## src/rtl/console_ctrl.sv

```systemverilog
// Scrolling text-terminal sequencer: pops keyboard codes and drives glyph, colour,
// scroll-offset and cursor writes into the VGA text memory.
module console_ctrl #(
  parameter int unsigned COLS      = 70,
  parameter int unsigned VIS_ROWS  = 30,
  parameter logic [2:0]  DEF_COLOR = 3'b111
) (
  input  logic        clk,
  input  logic        rst,
  output logic        key_rd,
  input  logic [7:0]  key_data,
  output logic        vga_en,
  output logic        vga_color_en,
  output logic        vga_offset_en,
  output logic        vga_cursor_en,
  output logic [31:0] vga_wraddr,
  output logic [7:0]  vga_wdata,
  output logic [11:0] cursor_data,
  output logic        busy
);

  localparam int unsigned CW       = 14;
  localparam int unsigned INIT_LEN = 2 * COLS * 32;
  localparam int unsigned CLR_LAST = 2 * COLS - 1;
  localparam logic [7:0]  BLANK    = 8'h20;

  typedef enum logic [3:0] {
    S_INIT, S_INIT_OFS, S_IDLE, S_FETCH, S_WR_CHAR, S_WR_COLOR, S_NEWLINE,
    S_SCROLL, S_CLEAR, S_BKSP, S_BK_GLYPH, S_BK_COLOR, S_CURSOR
  } state_t;

  state_t        state_q, state_d;
  logic [6:0]    col_q, col_d;
  logic [4:0]    row_q, row_d;
  logic [4:0]    offset_q, offset_d;
  logic [CW-1:0] cnt_q, cnt_d;
  logic [7:0]    code_q, code_d;
  logic [4:0]    phys_d;
  logic [12:0]   init_idx;

  logic          key_rd_d, vga_en_d, color_en_d, offset_en_d, cursor_en_d, busy_d;
  logic [31:0]   wraddr_d;
  logic [7:0]    wdata_d;
  logic [11:0]   cursor_data_d;

  // State, position and registered outputs
  always_ff @(posedge clk or posedge rst) begin
    if (rst) begin
      state_q       <= S_INIT;
      col_q         <= '0;
      row_q         <= '0;
      offset_q      <= '0;
      cnt_q         <= '0;
      code_q        <= '0;
      key_rd        <= 1'b0;
      vga_en        <= 1'b0;
      vga_color_en  <= 1'b0;
      vga_offset_en <= 1'b0;
      vga_cursor_en <= 1'b0;
      vga_wraddr    <= '0;
      vga_wdata     <= '0;
      cursor_data   <= '0;
      busy          <= 1'b1;
    end else begin
      state_q       <= state_d;
      col_q         <= col_d;
      row_q         <= row_d;
      offset_q      <= offset_d;
      cnt_q         <= cnt_d;
      code_q        <= code_d;
      key_rd        <= key_rd_d;
      vga_en        <= vga_en_d;
      vga_color_en  <= color_en_d;
      vga_offset_en <= offset_en_d;
      vga_cursor_en <= cursor_en_d;
      vga_wraddr    <= wraddr_d;
      vga_wdata     <= wdata_d;
      cursor_data   <= cursor_data_d;
      busy          <= busy_d;
    end
  end

  // Next state, then outputs decoded from the next state so they line up with it
  always_comb begin
    state_d       = state_q;
    col_d         = col_q;
    row_d         = row_q;
    offset_d      = offset_q;
    cnt_d         = cnt_q;
    code_d        = code_q;
    key_rd_d      = 1'b0;
    vga_en_d      = 1'b0;
    color_en_d    = 1'b0;
    offset_en_d   = 1'b0;
    cursor_en_d   = 1'b0;
    wraddr_d      = vga_wraddr;
    wdata_d       = vga_wdata;
    cursor_data_d = cursor_data;

    case (state_q)
      S_INIT: begin
        // cnt counts strobes already issued; the first INIT cycle after reset is silent
        if (cnt_q == CW'(INIT_LEN)) state_d = S_INIT_OFS;
        else                        cnt_d   = cnt_q + CW'(1);
      end
      S_INIT_OFS: state_d = S_CURSOR;
      S_IDLE:     state_d = S_FETCH;
      S_FETCH: begin
        code_d = key_data;
        if (key_data >= 8'h20 && key_data <= 8'h7E)    state_d = S_WR_CHAR;
        else if (key_data == 8'h0D || key_data == 8'h0A) state_d = S_NEWLINE;
        else if (key_data == 8'h08)                    state_d = S_BKSP;
        else                                           state_d = S_IDLE;
      end
      S_WR_CHAR: state_d = S_WR_COLOR;
      S_WR_COLOR: begin
        if (col_q < 7'(COLS - 1)) begin
          col_d   = col_q + 7'd1;
          state_d = S_CURSOR;
        end else begin
          state_d = S_NEWLINE;
        end
      end
      S_NEWLINE: begin
        col_d = '0;
        if (row_q < 5'(VIS_ROWS - 1)) begin
          row_d   = row_q + 5'd1;
          state_d = S_CURSOR;
        end else begin
          offset_d = offset_q + 5'd1;
          state_d  = S_SCROLL;
        end
      end
      S_SCROLL: begin
        cnt_d   = '0;
        state_d = S_CLEAR;
      end
      S_CLEAR: begin
        if (cnt_q == CW'(CLR_LAST)) state_d = S_CURSOR;
        else                        cnt_d   = cnt_q + CW'(1);
      end
      S_BKSP: begin
        if (col_q == 7'd0) begin
          state_d = S_IDLE;
        end else begin
          col_d   = col_q - 7'd1;
          state_d = S_BK_GLYPH;
        end
      end
      S_BK_GLYPH: state_d = S_BK_COLOR;
      S_BK_COLOR: state_d = S_CURSOR;
      S_CURSOR:   state_d = S_IDLE;
      default:    state_d = S_INIT;
    endcase

    phys_d   = 5'(row_d + offset_d);
    init_idx = 13'(cnt_d - CW'(1));
    busy_d   = !(state_d == S_IDLE || state_d == S_FETCH);

    case (state_d)
      S_INIT: begin
        // init_idx = {col, row, phase}: c-major, r-minor, glyph before colour
        vga_en_d   = ~init_idx[0];
        color_en_d = init_idx[0];
        wraddr_d   = {20'b0, init_idx[12:1]};
        wdata_d    = init_idx[0] ? {5'b0, DEF_COLOR} : BLANK;
      end
      S_INIT_OFS, S_SCROLL: begin
        offset_en_d = 1'b1;
        wdata_d     = {3'b0, offset_d};
      end
      S_IDLE: key_rd_d = 1'b1;
      S_WR_CHAR, S_BK_GLYPH: begin
        vga_en_d = 1'b1;
        wraddr_d = {20'b0, col_d, phys_d};
        wdata_d  = (state_d == S_WR_CHAR) ? code_d : BLANK;
      end
      S_WR_COLOR, S_BK_COLOR: begin
        color_en_d = 1'b1;
        wraddr_d   = {20'b0, col_d, phys_d};
        wdata_d    = {5'b0, DEF_COLOR};
      end
      S_CLEAR: begin
        vga_en_d   = ~cnt_d[0];
        color_en_d = cnt_d[0];
        wraddr_d   = {20'b0, cnt_d[7:1], phys_d};
        wdata_d    = cnt_d[0] ? {5'b0, DEF_COLOR} : BLANK;
      end
      S_CURSOR: begin
        cursor_en_d   = 1'b1;
        cursor_data_d = {col_d, phys_d};
      end
      default: ;
    endcase
  end

endmodule

```

## config.mk

```make
export PLATFORM = sky130hd
export DESIGN_NAME = console_ctrl
export DESIGN_NICKNAME = d
export VERILOG_FILES = /design/src/rtl/console_ctrl.sv
export SDC_FILE = /design/constraint.sdc
export NUM_CORES = 1
export LEC_CHECK = 0
export ABC_AREA = 1
export ABC_CLOCK_PERIOD_IN_PS = 4600
export CAP_MARGIN = 20
export CELL_PAD_IN_SITES_DETAIL_PLACEMENT = 1
export CELL_PAD_IN_SITES_GLOBAL_PLACEMENT = 1
export CORE_MARGIN = 5
export CORE_UTILIZATION = 40
export DETAILED_ROUTE_END_ITERATION = 10
export PLACE_DENSITY_LB_ADDON = 0.1
export SYNTH_ARGS = -nofsm -noshare
export SYNTH_HDL_FRONTEND = slang
export SYNTH_SLANG_ARGS = --single-unit
export TNS_END_PERCENT = 100
```

## constraint.sdc

```tcl
create_clock -name clk -period 4.6 [get_ports clk]
set_clock_uncertainty 0.15 [all_clocks]
set_input_delay 0.46 -clock clk [delete_from_list [all_inputs] [get_ports clk]]
set_output_delay 0.46 -clock clk [all_outputs]
set_load 0.01 [all_outputs]
```

**Wires at chosen ports, followed through buffers**

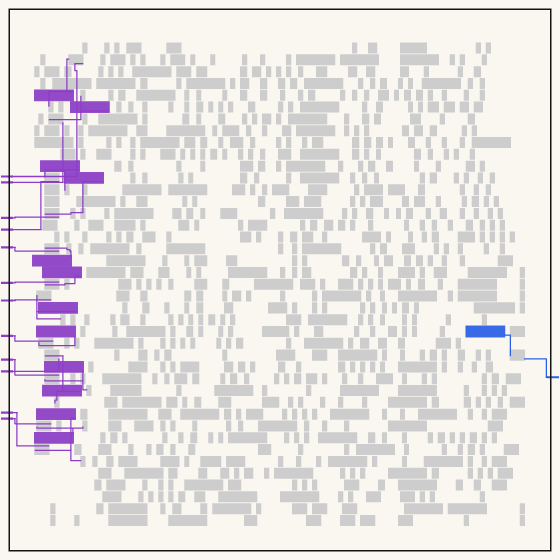
Blue shows key_rd, bits 1, direction output, edge east, end cells 1, buffers 1, wire 15.7 um. Purple shows cursor_data, bits 12, direction output, edge west, end cells 12, buffers 12, wire 389 um.

**Wire density map**

25 x 25 tiles, from black (low) to pale yellow (high), scaled to the fullest tile. Values are wire area over tile area, all layers added.
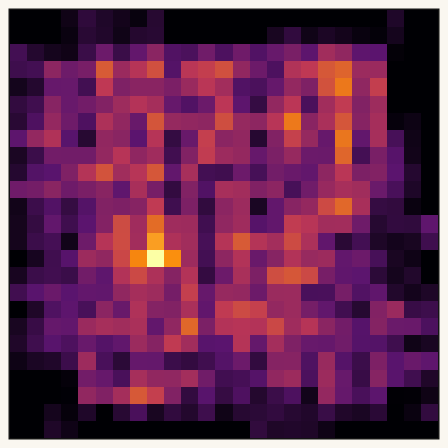
The fullest tile reaches 0.62. 14% of the tiles are nearly empty. The mean over all tiles is 0.16. The densest ninth of the die: centre. 8.0% of the tiles are over half the peak.

==> reports/qor.yml <==
min_path:
  hold_class: "reg -> reg"
  worstHoldEndpoint: "vga_wraddr[2]"
  holdCritStartpoint: "vga_wraddr[2]"
logic_synthesis:
  yosys_cells: 737
  async_flop_share: 1.00
  yosysChipArea_um2: 5230
  yosysWarnings: 0
  ys.flop_type: "dfrtp_1"
  synth-edff-count: 0
  postSynthSeqShare: 0.383
  top_area_frac: 0.378
  synth_cell_types: 43
  syn_avg_cell_area_um2: 7.10
  syn_inst: 737
  ys_ff: 80
  largest_area_cell: "dfrtp_1"
  synth_area_um2: 5230
  synthTopCellsByArea: "dfrtp_1, nand2_1, nor2_1, nand3_1, inv_1"
worst_setup_path:
  crit_buf_inv: 1
  cp_cell_sequence: "inv_2 > nand2_1 > nor2_1 > nand3_1 > nand3_2 > nor2_2 > nand3_2 > nand3_4 > nor2_4 > nand2_4 > nor2_4 > nand2_1 > nand3_1"
  worstPathRequired_ns: 4.74
  cp_max_fo: 12
  crit_arrival_ns: 3.42
  slowest_delay_ns: 0.64
  cp.depth: 13
  r2r_slack_ns: 1.32
  reg2reg_to: "vga_wdata[3]"
  slowest_stage: "nor2_1"
  path_class: "reg -> reg"
  worstSetupStartpoint: "state_q[0]"
  timing.critical_path.to: "vga_wdata[3]"
  cp_top_family: "simple AND/OR/NAND/NOR gates"
  cp-start-kind: "flop"
power:
  total_power_mw: 1.43
  p_clk_frac: 0.481
  power_density_nw_per_um2: 236
  ir_worst_vdd_mv: 0.180
  switching_share: 0.225
  netSwitchingPower_mw: 0.322
  intPower_mw: 1.11
  p_leak_nw: 3.21
  p_comb_frac: 0.027
  pwr-share-seq: 0.492
grt:
  grt_pass1_wl_um: 27400
  antenna_found_initial: 0
  grt_pass1_vias: 5295
  gr-total-overflow: 0
  grt_max_degree: 52
  grt_usage: 0.216
cts:
  postCtsSetupRepairBufs: 0
  cts_sinks: 80
  numCtsBuffers: 9
  ctsHtreeMaxLevel: 3
  cts_tree: "yes"
  clk_path_buf_depth: 2
  clk_pin_slew_ns: 0.06
  cts-root-buf: "clkbuf_16"
  clock_latency_ns: 0.35
layout:
  drive_gt1_frac: 0.0837
  final_cell_mix: "nand2_1, nor2_1, dfrtp_1"
  finalCoreUtilization: 0.476
  n_antenna_cell: 0
  finalNonFillerCells: 961
  synthToLayoutAreaGrowth_pct: 15.8
floorplan:
  rows: 41
  die_h_um: 124
  dieWidth_um: 124
  chip_area_um2: 15500
  core_area_um2: 12700
  io_pins: 68
  initCoreUtil: 0.411
route:
  drtIter0Drc: 245
  drtAntennaViolNets: 0
  routedWlPerCell_um: 16.8
  viasPerCell: 5.07
  route.detailed.drc: 0
  wl_um: 16100
final_timing:
  holdWs_ns: 0.331
  relSlewSlack: 0.374
  fmax_mhz: 305
  finalCritPeriodShare: 0.713
  period_minus_slack_ns: 3.28
  setup_viol: 0
  finalHoldViolCount: 0
  slew_viol_final: 0
  rsz0062_at_grt: "no"
placement:
  place.port_buffers: 47
  placed_area_um2: 5780
  detailedPlace.worstSlack_ns: 1.34
  dp_hpwl_um: 12800
  place.gp.congestion: 0.932
  post-place-cells: 944
run:
  maxCapViolCount: 0
  warnings: 28
run_status:
  status: "complete, no violations"
**Register map, names as in the netlist**

Other sequential cells in the stronger grey, the rest of the logic in the fainter grey.
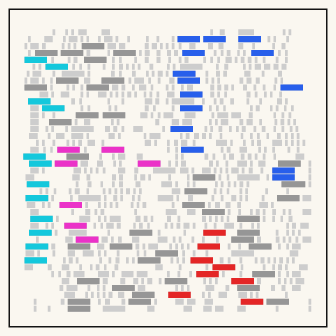
Cyan shows cursor_data, flops 12. Magenta shows col_q, flops 7, where west. Red shows vga_wdata, flops 8. Blue shows cnt_q, flops 14.

[synthesized netlist by cell type, types with 9 or more instances]
cell type  number
inv_1          73
ha_1           11
nand2_1       244
buf_4          21
nor2_4          9
xor2_1         17
nor2_1         89
nand4_1        10
o21ai_0        23
a21oi_1        13
inv_2          13
dfrtp_1        79
nand3_1        59
[cell families (layout without fill, tap and decap cells)]
| group | after synthesis | in the layout | share of synthesized area |
|---|---|---|---|
| buf+inv | 118 | 151 | 0.104 |
| xor+xnor | 20 | 20 | 0.0335 |
| compound gates | 59 | 59 | 0.0679 |
| flops | 80 | 80 | 0.383 |
| simple gates | 447 | 447 | 0.381 |
| fa+ha+maj | 12 | 12 | 0.0301 |
| other cells | 1 | 20 | 0.000717 |
[registers in the layout, summed over array words and instances, names as in the netlist]
name,count
row_q,5
vga_wraddr,12
busy,1
vga_color_en,1
vga_cursor_en,1
vga_offset_en,1
code_q,7
cnt_q,14
vga_wdata,8
state_q,4
col_q,7
key_rd,1
cursor_data,12
offset_q,5
vga_en,1
[layer usage]
layer  share of wire  routed length [um]  track usage  vias up
li1                -                   -            -     2383
met1            0.48                7710        0.289     2398
met2            0.48                7700        0.357       78
met3           0.033                 528       0.0334       12
met4           0.013                 210       0.0696        0
met5               0                   0            0        -
[area by class of cell]
class | count | area [um^2]
fillers | 1695 | 6660
inverters | 86 | 324
clock buffers | 14 | 264
flip-flops and latches | 80 | 2000
well taps | 172 | 215
multi-input cells | 558 | 2760
repair buffers | 49 | 482
clock inverters | 2 | 13.8
[power groups by stage]
stage	combinational [mW]	clock, mW	sequential [mW]
floorplan	0.0358	0	0.717
global placement	0.0392	0	0.717
detailed placement	0.0398	0	0.717
CTS	0.0400	0.702	0.704
global route	0.0453	0.729	0.703
finish	0.0392	0.688	0.704
Power is estimated from default activity; no workload was simulated.
